Metal 1:
The bar under the picture is 100 um long.
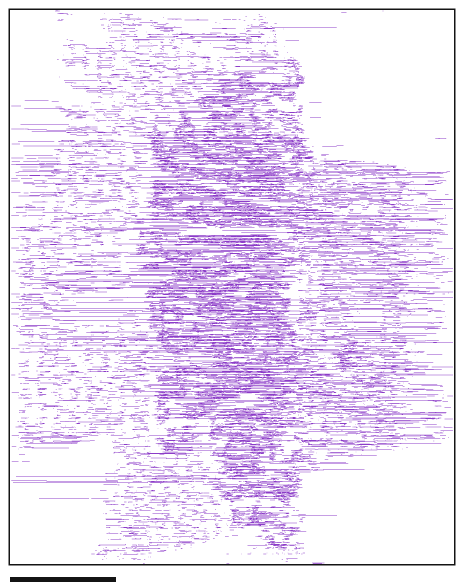
The metal 2 layer:
The bar under the picture is 100 um long.
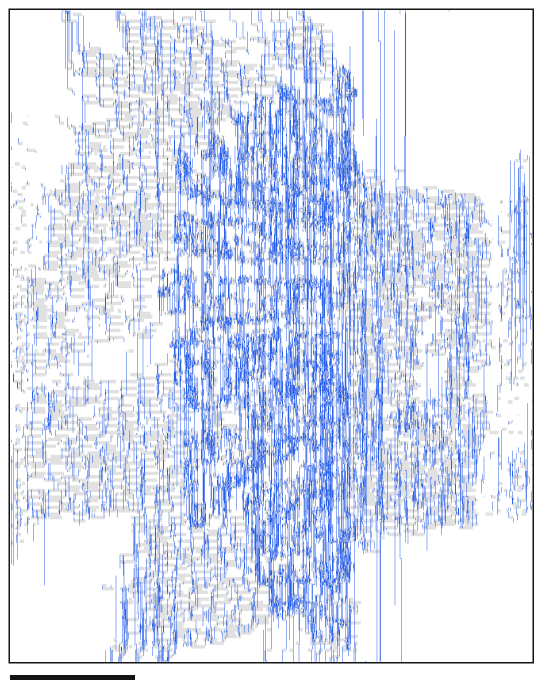
Signal wires on met3:
The bar under the picture is 100 um long.
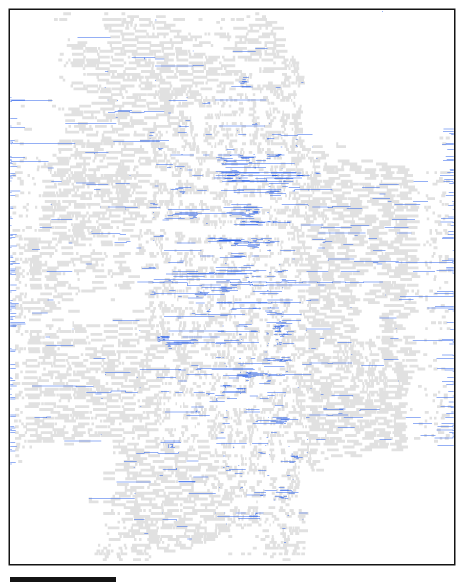
M4 wires:
The bar under the picture is 100 um long.
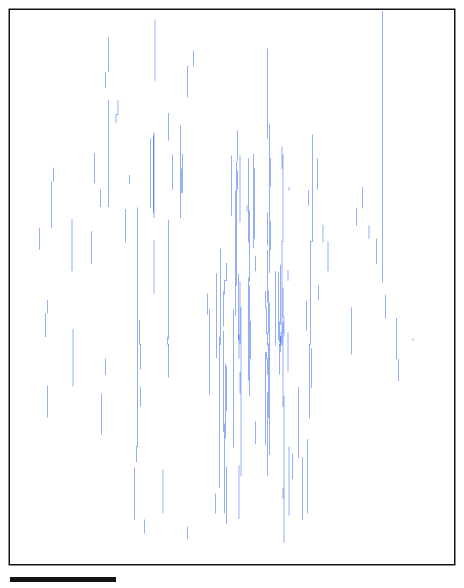
Congestion heat map:
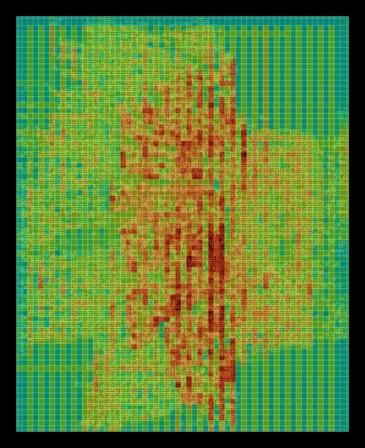
--- config.mk ---
export PLATFORM = sky130hd
export DESIGN_NAME = psum_deskew_drain
export DESIGN_NICKNAME = d
export VERILOG_FILES = /design/src/rtl/npu_pkg.sv /design/src/rtl/row_fifo.sv /design/src/rtl/psum_deskew_drain.sv
export SDC_FILE = /design/constraint.sdc
export NUM_CORES = 2
export LEC_CHECK = 0
export CAP_MARGIN = 30
export CORE_ASPECT_RATIO = 1.25
export CORE_MARGIN = 2
export CORE_UTILIZATION = 29
export CTS_CLUSTER_SIZE = 10
export DETAILED_ROUTE_END_ITERATION = 10
export HOLD_SLACK_MARGIN = 0.08
export PLACE_DENSITY_LB_ADDON = 0.3
export SLEW_MARGIN = 40
export SYNTH_ARGS = -nofsm -noshare
export SYNTH_HDL_FRONTEND = slang
export SYNTH_SLANG_ARGS = --single-unit
--- constraint.sdc ---
create_clock -name clk -period 31.1 [get_ports clk]
set_input_delay 6.22 -clock clk [delete_from_list [all_inputs] [get_ports clk]]
set_output_delay 6.22 -clock clk [all_outputs]
set_load 0.05 [all_outputs]
--- src/rtl/npu_pkg.sv ---
// npu_pkg: tile geometry, datapath widths, drain FSM states
// and the requantizer shared by the deskew/drain path.
package npu_pkg;

  localparam int N      = 10;
  localparam int ROWS   = 10;
  localparam int OUT_W  = 8;
  localparam int PSUM_W = 16;

  typedef enum logic [1:0] {
    ST_IDLE,
    ST_CAPTURE,
    ST_DRAIN
  } state_e;

  // round-half-up shift in PSUM_W+1 bits, optional relu, saturate
  function automatic logic [OUT_W-1:0] requant(
    input logic [PSUM_W-1:0] x,
    input logic [3:0]        sh,
    input logic              relu
  );
    logic signed [PSUM_W:0] s;
    logic signed [PSUM_W:0] rnd;
    rnd = '0;
    if (sh != 4'd0)
      rnd = $signed((PSUM_W+1)'(1) << (sh - 4'd1));
    s = $signed({x[PSUM_W-1], x}) + rnd;
    s = s >>> sh;
    if (relu && s[PSUM_W])
      s = '0;
    if (!s[PSUM_W] && (|s[PSUM_W-1:OUT_W-1]))
      return {1'b0, {(OUT_W-1){1'b1}}};
    if (s[PSUM_W] && !(&s[PSUM_W-1:OUT_W-1]))
      return {1'b1, {(OUT_W-1){1'b0}}};
    return s[OUT_W-1:0];
  endfunction

endpackage

--- src/rtl/row_fifo.sv ---
// row_fifo: power-of-two FIFO of finished rows; a push into a
// full FIFO is taken when a pop happens in the same cycle.
module row_fifo #(
  parameter int W     = 85,
  parameter int DEPTH = 4
) (
  input  logic         clk_i,
  input  logic         rst_i,
  input  logic         wr_en_i,
  input  logic [W-1:0] wr_data_i,
  input  logic         rd_en_i,
  output logic [W-1:0] rd_data_o,
  output logic         full_o,
  output logic         empty_o
);

  localparam int AW = (DEPTH > 1) ? $clog2(DEPTH) : 1;

  logic [W-1:0] mem_q [DEPTH];
  logic [AW:0]  wr_ptr_q;
  logic [AW:0]  rd_ptr_q;
  logic         wr_go;
  logic         rd_go;

  assign empty_o = (wr_ptr_q == rd_ptr_q);
  assign full_o  = (wr_ptr_q[AW] != rd_ptr_q[AW]) &&
                   (wr_ptr_q[AW-1:0] == rd_ptr_q[AW-1:0]);

  assign rd_go = rd_en_i && !empty_o;
  assign wr_go = wr_en_i && (!full_o || rd_en_i);

  assign rd_data_o = mem_q[rd_ptr_q[AW-1:0]];

  always_ff @(posedge clk_i) begin
    if (rst_i) begin
      wr_ptr_q <= '0;
      rd_ptr_q <= '0;
    end else begin
      if (wr_go) wr_ptr_q <= wr_ptr_q + 1'b1;
      if (rd_go) rd_ptr_q <= rd_ptr_q + 1'b1;
    end
  end

  always_ff @(posedge clk_i) begin
    if (wr_go)
      mem_q[wr_ptr_q[AW-1:0]] <= wr_data_i;
  end

endmodule

--- src/rtl/psum_deskew_drain.sv ---
// psum_deskew_drain: realigns skewed bottom-row partial sums into
// rows, requantizes them and drains them through a row FIFO.
module psum_deskew_drain #(
  parameter int N          = npu_pkg::N,
  parameter int ROWS       = npu_pkg::ROWS,
  parameter int FIFO_DEPTH = 4
) (
  input  logic                              clk,
  input  logic                              rst,
  input  logic                              start,
  input  logic                              psum_valid,
  input  logic [N-1:0][npu_pkg::PSUM_W-1:0] psum_in,
  input  logic [3:0]                        shift,
  input  logic                              relu_en,
  output logic                              out_valid,
  input  logic                              out_ready,
  output logic [N-1:0][npu_pkg::OUT_W-1:0]  out_row,
  output logic [3:0]                        out_row_idx,
  output logic                              out_last,
  output logic                              busy,
  output logic                              done,
  output logic                              overflow_err
);

  import npu_pkg::*;

  localparam int RW     = N * OUT_W;
  localparam int FW     = RW + 4 + 1;
  localparam int KW     = $clog2(ROWS + N);
  localparam int LAST_K = ROWS + N - 2;

  state_e                     state_q;
  logic [KW-1:0]              k_q;
  logic [3:0]                 shift_q;
  logic                       relu_q;
  logic                       busy_q;
  logic                       done_q;
  logic                       ovf_q;

  logic [N-1:0][PSUM_W-1:0]   aligned;
  logic [N-1:0][OUT_W-1:0]    quant;
  logic                       stage_q;
  logic [N-1:0][OUT_W-1:0]    stage_row_q;
  logic [3:0]                 stage_idx_q;
  logic                       stage_last_q;

  logic                       accept;
  logic                       row_done;
  logic                       pop;
  logic                       full;
  logic                       empty;
  logic [FW-1:0]              head;

  assign accept   = (state_q == ST_CAPTURE) && psum_valid;
  assign row_done = accept && (k_q >= KW'(N - 1));

  // lane j waits N-1-j accepted samples for the rest of its row
  for (genvar j = 0; j < N - 1; j++) begin : g_lane
    localparam int D = N - 1 - j;
    logic [PSUM_W-1:0] line_q [D];
    always_ff @(posedge clk) begin
      if (rst) begin
        for (int i = 0; i < D; i++) line_q[i] <= '0;
      end else if (accept) begin
        line_q[0] <= psum_in[j];
        for (int i = 1; i < D; i++) line_q[i] <= line_q[i-1];
      end
    end
    assign aligned[j] = line_q[D-1];
  end
  assign aligned[N-1] = psum_in[N-1];

  always_comb begin
    quant = '0;
    for (int j = 0; j < N; j++)
      quant[j] = requant(aligned[j], shift_q, relu_q);
  end

  always_ff @(posedge clk) begin
    if (rst) begin
      stage_q      <= 1'b0;
      stage_row_q  <= '0;
      stage_idx_q  <= '0;
      stage_last_q <= 1'b0;
    end else begin
      stage_q <= row_done;
      if (row_done) begin
        stage_row_q  <= quant;
        stage_idx_q  <= 4'(k_q - KW'(N - 1));
        stage_last_q <= (k_q == KW'(LAST_K));
      end
    end
  end

  assign out_valid = !empty;
  assign pop       = out_valid && out_ready;

  row_fifo #(
    .W     (FW),
    .DEPTH (FIFO_DEPTH)
  ) u_fifo (
    .clk_i     (clk),
    .rst_i     (rst),
    .wr_en_i   (stage_q),
    .wr_data_i ({stage_last_q, stage_idx_q, stage_row_q}),
    .rd_en_i   (pop),
    .rd_data_o (head),
    .full_o    (full),
    .empty_o   (empty)
  );

  assign out_row     = out_valid ? head[RW-1:0] : '0;
  assign out_row_idx = out_valid ? head[RW+3:RW] : 4'd0;
  assign out_last    = out_valid && head[FW-1];

  always_ff @(posedge clk) begin
    if (rst) begin
      state_q <= ST_IDLE;
      k_q     <= '0;
      shift_q <= '0;
      relu_q  <= 1'b0;
      busy_q  <= 1'b0;
      done_q  <= 1'b0;
      ovf_q   <= 1'b0;
    end else begin
      done_q <= 1'b0;
      if (stage_q && full && !pop)
        ovf_q <= 1'b1;
      unique case (state_q)
        ST_IDLE: begin
          if (start) begin
            state_q <= ST_CAPTURE;
            busy_q  <= 1'b1;
            k_q     <= '0;
            shift_q <= shift;
            relu_q  <= relu_en;
            ovf_q   <= 1'b0;
          end
        end
        ST_CAPTURE: begin
          if (accept) begin
            k_q <= k_q + 1'b1;
            if (k_q == KW'(LAST_K))
              state_q <= ST_DRAIN;
          end
        end
        ST_DRAIN: begin
          if (empty && !stage_q) begin
            state_q <= ST_IDLE;
            busy_q  <= 1'b0;
            done_q  <= 1'b1;
          end
        end
        default: state_q <= ST_IDLE;
      endcase
    end
  end

  assign busy         = busy_q;
  assign done         = done_q;
  assign overflow_err = ovf_q;

endmodule

==> summary.txt <==
impl run done, here's what came out: GR Overflow Total=0, CTS max path bufs=3, hold_buf cts=0, FF/Latch Area=34000 sq um, first-pass GRT wire length=271000 um, Synth flops=1169, H-tree levels=4, hold crit path type=reg2reg, combinational power=0.000442 W, most frequent cell after synthesis=edfxtp_1, clock buffers=175, Port-buffer cells=258, P_seq=0.00180 W, non-clock buffer count in the final layout=361, ys async rst share=0, Post-CTS Setup Repair Bufs=0, placed cells=8152, Seq share, synth=0.547, # Cells Yosys=5367, Logic area=26700 sq um, top_reg_cell synth=edfxtp_1, NonClk Buf Share=0.0489, n_diodes=4, distinct lib cells=101, core area=214000 sq um, Internal Power=0.00277 W, r2r setup slk=24.19 ns, Crit-path slowest cell=or4b_2, VDD IR-drop max=0.0000489 V, area share, top type=0.512, Crit path depth=13, minimum clock period=10.35 ns, fin crit share=0.333, DPL Wire Length=127000 um, dominant logic cell type in the layout=edfxtp_1, max cap viols=0, vias in the first global route=41630, Die Y=522 um, reg2reg path depth=17, relative slew slack=0.363, Via-to-Cell Ratio=5.16, GP Congestion=0.909, CP cell instances=clkdlybuf4s50_1 -> ha_1 -> ha_1 -> a21oi_1 -> o22ai_1 -> o2bb2ai_1 -> a31oi_1 -> mux2i_1 -> o21ai_0 -> or4b_2 -> nand4b_1 -> a31oi_1 -> a22o_1, worst slew pin tran=0.948 ns, r2r startpoint=shift_q[1], Skew-Pair Late Insertion Delay=0.80 ns, Req. time, crit path=31.79 ns, delay-heaviest family, CP=AND-OR/OR-AND gates, max-slew violations=0, Pre-Place Util=0.291, clock share of power=0.398, die width=418 um, Seq/total area=0.472, Max stage delay on crit path=0.69 ns, CP arrival=11.05 ns, hold path start=g_lane[3].line_q[2][11], iteration-0 DRC count of the detailed router=3594, crit path max fanout=9, count of tool warnings=48, largest net degree at the start of global routing=279, Reg clk slew, reported paths=0.05 ns, final net count=5810, count of library flops with an enable pin=1060, Top Layout Cells=1060 x edfxtp_1, 796 x and2_1, 359 x a21oi_1, 339 x nor2_1, 262 x nand2_1, flop count=1169, # IOs=259, Cell Area, Placed=67900 sq um, sequential share of power=0.483, Tot Pwr=0.00372 W, Net Sw Power=0.000948 W, Worst Path Buf+Inv=1, outcome=complete, no violations, Final clock-cell share=0.0573, most instantiated cells after synthesis=1060 x edfxtp_1, 796 x and2_1, 359 x a21oi_1, layout filler cell count=21143, Sink Count=1169, post-route ant nets=0, antenna violations before repair=15, hold depth=1, Main area contributors=edfxtp_1 51%, and2_1 8.0%, mux4_2 4.1%, final setup vio count=0, MI comb cells=3782, Pre-Repair DR Iteration Count=6, Comb/total area=0.371, Comb power frac=0.119
-- 'metal 1' (at the start) --
- main direction: horizontal
- wire length on this layer: 82.7 mm
- longest straight run: 118 um
- share of all routed wire: 46%
Total Wirelength: 181000 um
M1 GR Usage: 0.225
via count: 43136

-- 'the metal 2 layer' (at the start) --
- share of all routed wire: 46%
- main direction: vertical
- longest straight run: 196 um
- nets with wire on the layer: 4683
grt met2 use: 0.256

-- 'signal wires on met3' (at the start) --
- longest straight run: 81.2 um
- wire length on this layer: 9060 um
met3 usage in global routing: 0.0235

-- 'M4 wires' (at the start) --
- longest straight run: 255 um
- share of all routed wire: 3.8%

-- 'congestion heat map' (at the start) --
GRT busiest layer: met2
Final Core Density: 0.338
global-route total usage across every layer: 0.163
wire per inst: 21.7 um

-- routing by layer --
| layer | vias up | part of all wire | track usage |
|---|---|---|---|
| met3 | 310 | 0.050 | 0.0235 |
| met5 | - | 0.00012 | 0 |
| li1 | 20397 | - | - |
| met1 | 21047 | 0.46 | 0.225 |
| met2 | 1378 | 0.46 | 0.256 |
| met4 | 4 | 0.038 | 0.0640 |
-- registers in the layout, indices dropped and copies added (netlist names), 2 cells and up, named ones only --
name,cells
stage_row_q,80
g_lane.line_q,720
stage_idx_q,4
shift_q,4
u_fifo.rd_ptr_q,3
u_fifo.mem_q,340
state_q,2
k_q,5
u_fifo.wr_ptr_q,3
-- per-stage QoR --
stage / utilization / hold WS [ns] / worst slack [ns]
after floorplan: - / 0.459 / 7.03
after global placement: 0.317 / 0.484 / 19.88
after detailed placement: 0.318 / 0.496 / 19.91
after CTS: 0.337 / 0.490 / 20.73
after global routing: 0.338 / 0.504 / 20.36
final: 0.338 / 0.485 / 20.75
-- logic make-up (layout without fill, tap and decap cells) --
kind of cell / count (synthesis) / in the layout / share of synthesized area
other: 1 / 14 / 0.0000603
DFF: 1169 / 1169 / 0.547
and+or+nand+nor: 1881 / 1881 / 0.165
buffers and inverters: 425 / 620 / 0.0263
adders and majority gates: 131 / 131 / 0.0263
AOI/OAI and AO/OA: 1297 / 1297 / 0.141
xor gates and xnor gates: 194 / 194 / 0.0278
muxes: 269 / 269 / 0.0669
-- path summary, 6_finish.rpt --
kind / end
max: stage_row_q[72]
min: g_lane[3].line_q[3][11]
max reg2reg: stage_row_q[5]
min reg2reg: g_lane[3].line_q[3][11]
Power is estimated from default activity; no workload was simulated.
